$ cat config.mk
export PLATFORM = sky130hd
export DESIGN_NAME = ccff_bitstream_loader
export DESIGN_NICKNAME = d
export VERILOG_FILES = /design/src/rtl/ccff_bitstream_loader.sv
export SDC_FILE = /design/constraint.sdc
export NUM_CORES = 1
export LEC_CHECK = 0
export ABC_AREA = 1
export CELL_PAD_IN_SITES_DETAIL_PLACEMENT = 1
export CELL_PAD_IN_SITES_GLOBAL_PLACEMENT = 1
export CORE_MARGIN = 2
export CORE_UTILIZATION = 30
export CTS_BUF_LIST = sky130_fd_sc_hd__clkbuf_16
export DETAILED_ROUTE_END_ITERATION = 10
export MAX_ROUTING_LAYER = met4
export PLACE_DENSITY = 0.65
export SYNTH_ARGS = -nofsm -noshare
export SYNTH_HDL_FRONTEND = slang
export SYNTH_SLANG_ARGS = --single-unit
$ cat constraint.sdc
create_clock -name prog_clk -period 2.5 [get_ports prog_clk]
set_input_delay 0.625 -clock prog_clk [delete_from_list [all_inputs] [get_ports prog_clk]]
set_output_delay 0.625 -clock prog_clk [all_outputs]
set_load 0.01 [all_outputs]
$ cat src/rtl/ccff_bitstream_loader.sv
// Byte-stream to configuration-chain serializer with chain clock-enable and bit counter.
// Optional CCFF_LOADER_READBACK_EN adds a CRC-16-CCITT over the bits returning on ccff_tail.
module ccff_bitstream_loader #(
    parameter int unsigned CHAIN_LEN = 64,
    parameter bit          MSB_FIRST = 1'b1
) (
    input  logic                           prog_clk,
    input  logic                           prog_reset_n,
    input  logic                           start,
    input  logic [7:0]                     cfg_data,
    input  logic                           cfg_valid,
    output logic                           cfg_ready,
    output logic                           ccff_head,
    output logic                           ccff_clk_en,
    input  logic                           ccff_tail,
    output logic                           busy,
    output logic                           done,
    output logic [$clog2(CHAIN_LEN+1)-1:0] bit_count
`ifdef CCFF_LOADER_READBACK_EN
    ,
    output logic [15:0]                    readback_crc
`endif
);

    localparam int unsigned CntW = $clog2(CHAIN_LEN + 1);
    localparam logic [CntW-1:0] ChainLen = CntW'(CHAIN_LEN);

    typedef enum logic [1:0] {
        StIdle,
        StFetch,
        StShift,
        StDone
    } state_e;

    state_e          state_q, state_d;
    logic [7:0]      sreg_q, sreg_d;
    logic [3:0]      nbits_q, nbits_d;
    logic            head_q, head_d;
    logic            clk_en_q, clk_en_d;
    logic            busy_q, busy_d;
    logic            done_q, done_d;
    logic [CntW-1:0] cnt_q, cnt_d;
    logic [CntW-1:0] cnt_inc;
    logic [31:0]     remain;

    assign cfg_ready   = (state_q == StFetch);
    assign ccff_head   = head_q;
    assign ccff_clk_en = clk_en_q;
    assign busy        = busy_q;
    assign done        = done_q;
    assign bit_count   = cnt_q;

    always_comb begin
        state_d  = state_q;
        sreg_d   = sreg_q;
        nbits_d  = nbits_q;
        head_d   = head_q;
        clk_en_d = 1'b0;
        busy_d   = busy_q;
        done_d   = done_q;
        cnt_d    = cnt_q;
        remain   = CHAIN_LEN - 32'(cnt_q);
        cnt_inc  = (cnt_q != ChainLen) ? cnt_q + CntW'(1) : cnt_q;

        unique case (state_q)
            StIdle: begin
                if (start) begin
                    state_d = StFetch;
                    cnt_d   = '0;
                    busy_d  = 1'b1;
                end
            end
            StFetch: begin
                if (cfg_valid) begin
                    // First bit goes out together with its enable in the first SHIFT cycle.
                    state_d  = StShift;
                    nbits_d  = (remain >= 32'd8) ? 4'd8 : remain[3:0];
                    clk_en_d = 1'b1;
                    if (MSB_FIRST) begin
                        head_d = cfg_data[7];
                        sreg_d = {cfg_data[6:0], 1'b0};
                    end else begin
                        head_d = cfg_data[0];
                        sreg_d = {1'b0, cfg_data[7:1]};
                    end
                end
            end
            StShift: begin
                cnt_d = cnt_inc;
                if (nbits_q == 4'd1) begin
                    if (cnt_inc == ChainLen) begin
                        state_d = StDone;
                        busy_d  = 1'b0;
                        done_d  = 1'b1;
                    end else begin
                        state_d = StFetch;
                    end
                end else begin
                    nbits_d  = nbits_q - 4'd1;
                    clk_en_d = 1'b1;
                    if (MSB_FIRST) begin
                        head_d = sreg_q[7];
                        sreg_d = {sreg_q[6:0], 1'b0};
                    end else begin
                        head_d = sreg_q[0];
                        sreg_d = {1'b0, sreg_q[7:1]};
                    end
                end
            end
            StDone: begin
                if (start) begin
                    state_d = StFetch;
                    cnt_d   = '0;
                    busy_d  = 1'b1;
                    done_d  = 1'b0;
                end
            end
            default: state_d = StIdle;
        endcase
    end

    always_ff @(posedge prog_clk or negedge prog_reset_n) begin
        if (!prog_reset_n) begin
            state_q  <= StIdle;
            sreg_q   <= '0;
            nbits_q  <= '0;
            head_q   <= 1'b0;
            clk_en_q <= 1'b0;
            busy_q   <= 1'b0;
            done_q   <= 1'b0;
            cnt_q    <= '0;
        end else begin
            state_q  <= state_d;
            sreg_q   <= sreg_d;
            nbits_q  <= nbits_d;
            head_q   <= head_d;
            clk_en_q <= clk_en_d;
            busy_q   <= busy_d;
            done_q   <= done_d;
            cnt_q    <= cnt_d;
        end
    end

`ifdef CCFF_LOADER_READBACK_EN
    logic [15:0] crc_q, crc_d;
    logic        crc_fb;

    // The tail bit is valid on exactly the edges where the chain advances.
    always_comb begin
        crc_d  = crc_q;
        crc_fb = crc_q[15] ^ ccff_tail;
        if (start && (state_q == StIdle || state_q == StDone)) begin
            crc_d = 16'hFFFF;
        end else if (clk_en_q) begin
            crc_d = {crc_q[14:0], 1'b0} ^ (crc_fb ? 16'h1021 : 16'h0000);
        end
    end

    always_ff @(posedge prog_clk or negedge prog_reset_n) begin
        if (!prog_reset_n) begin
            crc_q <= 16'hFFFF;
        end else begin
            crc_q <= crc_d;
        end
    end

    assign readback_crc = crc_q;
`else
    logic unused_tail;
    assign unused_tail = ccff_tail;
`endif

endmodule

Figure 1. Logic cells by family (run 1).
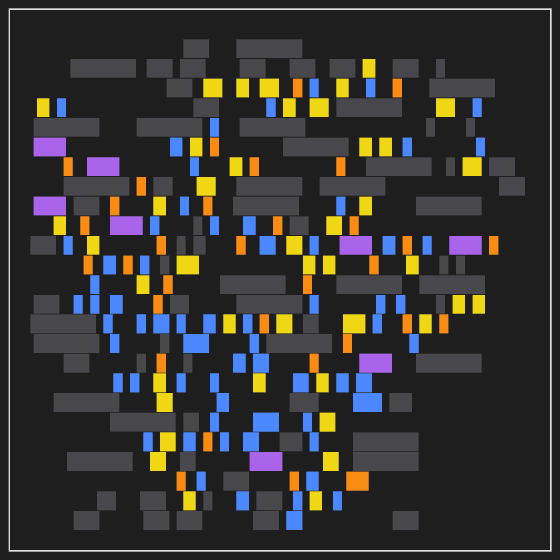
nand cells: marked blue, cells 65, most used nand2_1. inv cells: marked orange, cells 32, most used inv_1. fa/ha/maj cells: marked purple, cells 8, most used ha_1. aoi and oai cells: marked yellow, cells 42, most used o21ai_0.

Figure 2. Drive-strength map (run 1).
The bar under the picture is 20 um long.
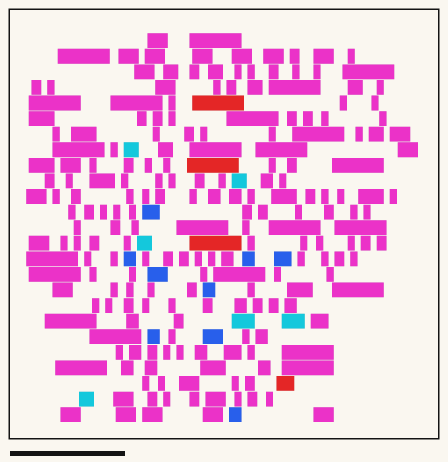
x1 and smaller: marked magenta, cells 203. x2: marked blue, cells 9. x6 and larger: marked red, cells 4. x3 and x4: marked cyan, cells 6.

==> run summary, run 1 <==
flow finished, numbers: n_diodes=0, drt first pass iters=4, final layout net count=245, Hold Path Sink=done$_DFFE_PN0P_, Final WS setup=370 ps, status=complete, no violations, PD cells=1170 nW/um2, Setup Buffers After CTS=0, Hold/Removal Path Class=reg2reg, CTS sink count=24, Top cell excl fill/tap=nand2_1, initial antenna violation count=0, final hold slack=477 ps, clk slew on worst S/H paths=60 ps, post-route insts no fill=289, # placed instances=286, crit path to=cfg_ready, Synth Area in Adders=6.67%, WL met2=1590 um, Worst R2R Start=bit_count[0]$_DFFE_PN0P_, final setup fails=0, Longest Clk Path Bufs=2, GR Util met3=2.01%, cells on worst reg2reg path=13, hold_buf cts=0, highest clock rate=469 MHz, Mapped Cells=197, FP Core Util=31.3%, CTS resizes=0, detailed-routed wire length on met3=51 um, I/O pins=25, Tot GR Track Use=14.9%, grt met2 use=22.0%, critical path startpoint=state_q[1]$_DFFE_PN0P_, Leak Pwr=0.882 nW, wire length per cell=12.4 um, number of global-route vias before repair=1,317, Max Cap Violations=0, DRC errors left=0, vias=1,337, Post-Place Setup Slack=545 ps, FF-to-FF setup slack=580 ps, estimated wirelength of the detail-placed design=2700 um, first-pass GRT wire length=6200 um, vias per cell=4.63, Period Utilization, post-route=85.2%, Root Buffer=clkbuf_16, Area Overhead vs Synth=25.9%, CORE AREA=4790 um2, antenna viol nets, final=0, die height=74.7 um, GPL Wtd Cong=0.730, Unique cell types=30, global routing's busiest layer=met2, Top Layer Used=met4, Post-synth mux share=0%, Mapped Area=1500 um2, WL met1=1920 um, Hold Crit Depth=2, Insertion Delay late pin=250 ps, CP Max Fanout=3, Design Area, Final=1890 um2, Setup CP Type=reg2out, CP arrival=1500 ps, setup TNS=0 ps, post-synthesis register bit count=24, CTS tree=done, final tally of hold violations=0, tally of OpenROAD warnings=32, DRT Wirelength=3580 um, H-tree Lvls=1, fin. max-slew vios=0, Yosys Chip Area=1500 um2, Starting DRT DRC Count=52, Slew @ Worst Pin=421 ps, pin count of the biggest net entering global routing=25, reg2reg end=busy$_DFFE_PN0P_, die area=5580 um2, xor+xnor area frac=1.17%, placed instance area=1810 um2, yosys stat cell total=197, post-synthesis compound-gate area fraction=16.2%, RSZ-0062 raised after global routing=no, Tmin final=2130 ps, Largest logic family=simple AND/OR/NAND/NOR gates, Synth Warn #=0, layout cell share with drive strength beyond 1=8.56%
Figure 3. Clock routing (run 1).
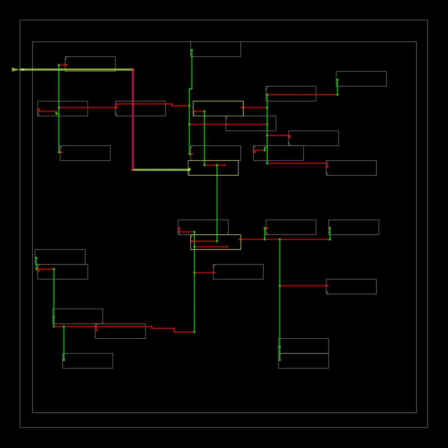
Max Clock Skew: 1.75 ps
CLK BUF: 3
Clk power: 0.000344 W
total CTS buffers: 3

run 1: synth_stat cells:
master / count / area, um2
a21oi_1: 8 / 40.0
a21oi_2: 1 / 8.76
a31oi_1: 1 / 6.26
and2_1: 1 / 6.26
buf_1: 1 / 3.75
buf_2: 3 / 15.0
buf_6: 1 / 11.3
clkinv_1: 1 / 3.75
dfrtp_1: 24 / 601
ha_1: 8 / 100
inv_1: 30 / 113
inv_6: 1 / 8.76
nand2_1: 43 / 161
nand2_2: 3 / 18.8
nand2_4: 1 / 11.3
nand3_1: 12 / 60.1
nand3_2: 2 / 20.0
nand4_1: 4 / 25.0
nor2_1: 14 / 52.6
nor2_2: 2 / 12.5
nor2_4: 1 / 11.3
nor3_1: 1 / 5.00
o211ai_1: 4 / 30.0
o21ai_0: 15 / 75.1
o21ai_1: 3 / 15.0
o21ai_2: 1 / 8.76
o22ai_1: 7 / 43.8
o31ai_1: 2 / 15.0
xnor2_1: 1 / 8.76
xor2_1: 1 / 8.76
run 1: cell type report:
cell class / count / area [um2]
inverters: 32 / 125
multi-input cells: 136 / 744
fillers: 594 / 2900
clock buffers: 3 / 75.1
repair buffers: 27 / 260
well taps: 67 / 83.8
flip-flops and latches: 24 / 601
run 1: power breakdown:
group          total, W  switching [W]  internal, W
registers      0.000642      0.0000930     0.000550
logic           0.00122       0.000741     0.000482
clock network  0.000344       0.000133     0.000212
total           0.00221       0.000967      0.00124
run 1: state kept, by name, indices dropped and copies added, names as in the netlist:
register,count
bit_count,7
busy,1
ccff_clk_en,1
ccff_head,1
done,1
nbits_q,4
sreg_q,7
state_q,2
run 1: worst max-delay path, cell delays in order, from the launching register on:
cell and delay (ps):
dfrtp_1 400, inv_1 100, ha_1 200, clkdlybuf4s50_1 560
==> run 1 -> run 2 <==
clock period = 2 ns   (was 2.5 ns; I/O delays follow)
Figure 4. Drive-strength map (run 2).
The bar under the picture is 20 um long.
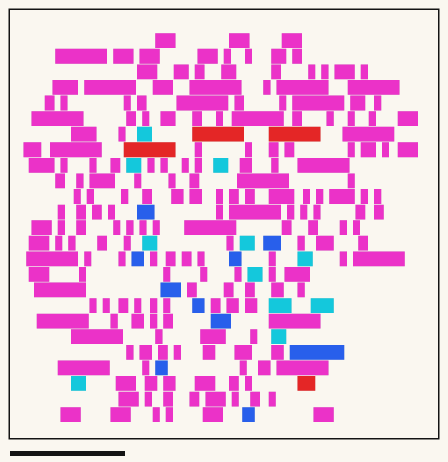
x1 and smaller: marked magenta, cells 202. x6 and larger: marked red, cells 4. x2: marked blue, cells 10. x3 and x4: marked cyan, cells 11.

==> run 2 against run 1 <==
  * Via count did not move
  * Sequential cell count stayed put
  * Synthesized cell count stayed put
  * Global-route usage about the same
  * Clock-buffer cell count unchanged
  * Non-clock buffer count rose by 5
==> run summary, run 2 <==
flow finished, numbers: Post-Place Setup Slack=200 ps, Flop pwr share=28.1%, final hold slack=478 ps, RSZ-0062 raised after global routing=no, Tmin final=1880 ps, delay of the slowest critical-path stage=600 ps, die height=74.7 um, yosys stat cell total=197, Synth area leader=dfrtp_1, # placed instances=291, Clk pwr share=15.1%, Synth Warn #=0, Hold Crit Depth=2, I/O pins=25, pin count of the biggest net entering global routing=25, Setup CP Type=reg2out, die area=5580 um2, CTS sink count=24, Mapped Area=1500 um2, CTS resizes=2, Seq. cell area=602 um2, total CTS buffers=3, CORE AREA=4790 um2, Slew @ Worst Pin=317 ps, Unique cell types=30, Area Overhead vs Synth=28.4%, Leak Pwr=0.907 nW, n_diodes=0, vias=1,337, FP Core Util=31.3%, CP delay by family, top=buffers and inverters, WP buf/inv=1, post-route insts no fill=294, Yosys Chip Area=1500 um2, vias per cell=4.55, Insertion Delay late pin=250 ps, count leader, synth=nand2_1, clk slew on worst S/H paths=60 ps, Yosys top cell area share=40.0%, GPL Wtd Cong=0.735, final tally of hold violations=0, Sw Share=42.8%, status=complete, no violations, Tot GR Track Use=14.9%, Async SR Flop Fraction=100%, final layout net count=250, Top cell excl fill/tap=nand2_1, hold_buf cts=0, Final WS setup=123 ps, fin. max-slew vios=0, FF-to-FF setup slack=240 ps, Post-synth EDFFs=0, reg2reg end=state_q[1]$_DFFE_PN0P_, Period Utilization, post-route=93.8%, Longest Clk Path Bufs=2, cells on worst reg2reg path=9, setup TNS=0 ps, PD cells=1450 nW/um2, placed instance area=1850 um2, Crit-path slowest cell=clkdlybuf4s50_1, top cells by count=nand2_1, inv_1, dfrtp_1, initial antenna violation count=0, Hold Path Sink=done$_DFFE_PN0P_, CP Max Fanout=7, highest clock rate=533 MHz, Design Area, Final=1930 um2, Int Pwr=0.00159 W, Max Cap Violations=0, number of global-route vias before repair=1,367, Post-synth area hogs=dfrtp_1, nand2_1, inv_1, ha_1, o21ai_0, Max Clock Skew=1.53 ps, Root Buffer=clkbuf_16, CP arrival=1380 ps, Worst R2R Start=state_q[0]$_DFFE_PN0P_, CTS tree=done
run 2: cell counts after synthesis:
No cell type changed its count.
run 2: layer usage:
layer / global-route usage [%] / vias to the layer above / routed length [um]
li1: - / 703 / -
met1: 20.5 / 621 / 1810
met2: 22.9 / 11 / 1590
met3: 3.35 / 2 / 94
met4: 2.18 / 0 / 14
met5: - / - / 0
run 2: power by group through the flow:
stage,logic (W),clock network [W],registers (W)
2_1_floorplan,0.00106,0,0.000810
3_3_place_gp,0.00158,0,0.000784
3_5_place_dp,0.00161,0,0.000791
4_1_cts,0.00162,0.000443,0.000783
5_1_grt,0.00184,0.000454,0.000811
6_report,0.00158,0.000420,0.000783
run 2: worst max-delay path by stage:
stage / from / endpoint / slack, ps / cells past startpoint
global placement: start / state_q[1]$_DFFE_PN0P_ / 210 / 7
CTS: bit_count[3]$_DFFE_PN0P_ / bit_count[3] / 100 / 1
floorplan: bit_count[0]$_DFFE_PN0P_ / busy$_DFFE_PN0P_ / 300 / 13
finish: bit_count[3]$_DFFE_PN0P_ / bit_count[3] / 120 / 1
detailed placement: start / state_q[1]$_DFFE_PN0P_ / 200 / 7
global route: state_q[0]$_DFFE_PN0P_ / state_q[1]$_DFFE_PN0P_ / 30 / 9
run 2: kinds of logic after synthesis:
kind of cell / synth area share [%]
buffers and inverters: 10.3
adder cells (fa/ha/maj): 6.67
AND/OR/NAND/NOR: 25.6
AND-OR/OR-AND: 16.2
flip-flops: 40.0
XOR/XNOR: 1.17
run 2: layout make-up:
type | instances | share of cell area [%]
Timing Repair Buffer | 32 | 15.4
Clock buffer | 3 | 3.90
Inverter | 32 | 6.49
Multi-Input combinational cell | 136 | 38.6
Sequential cell | 24 | 31.2
Tap cell | 67 | 4.35
Power is estimated from default activity; no workload was simulated.
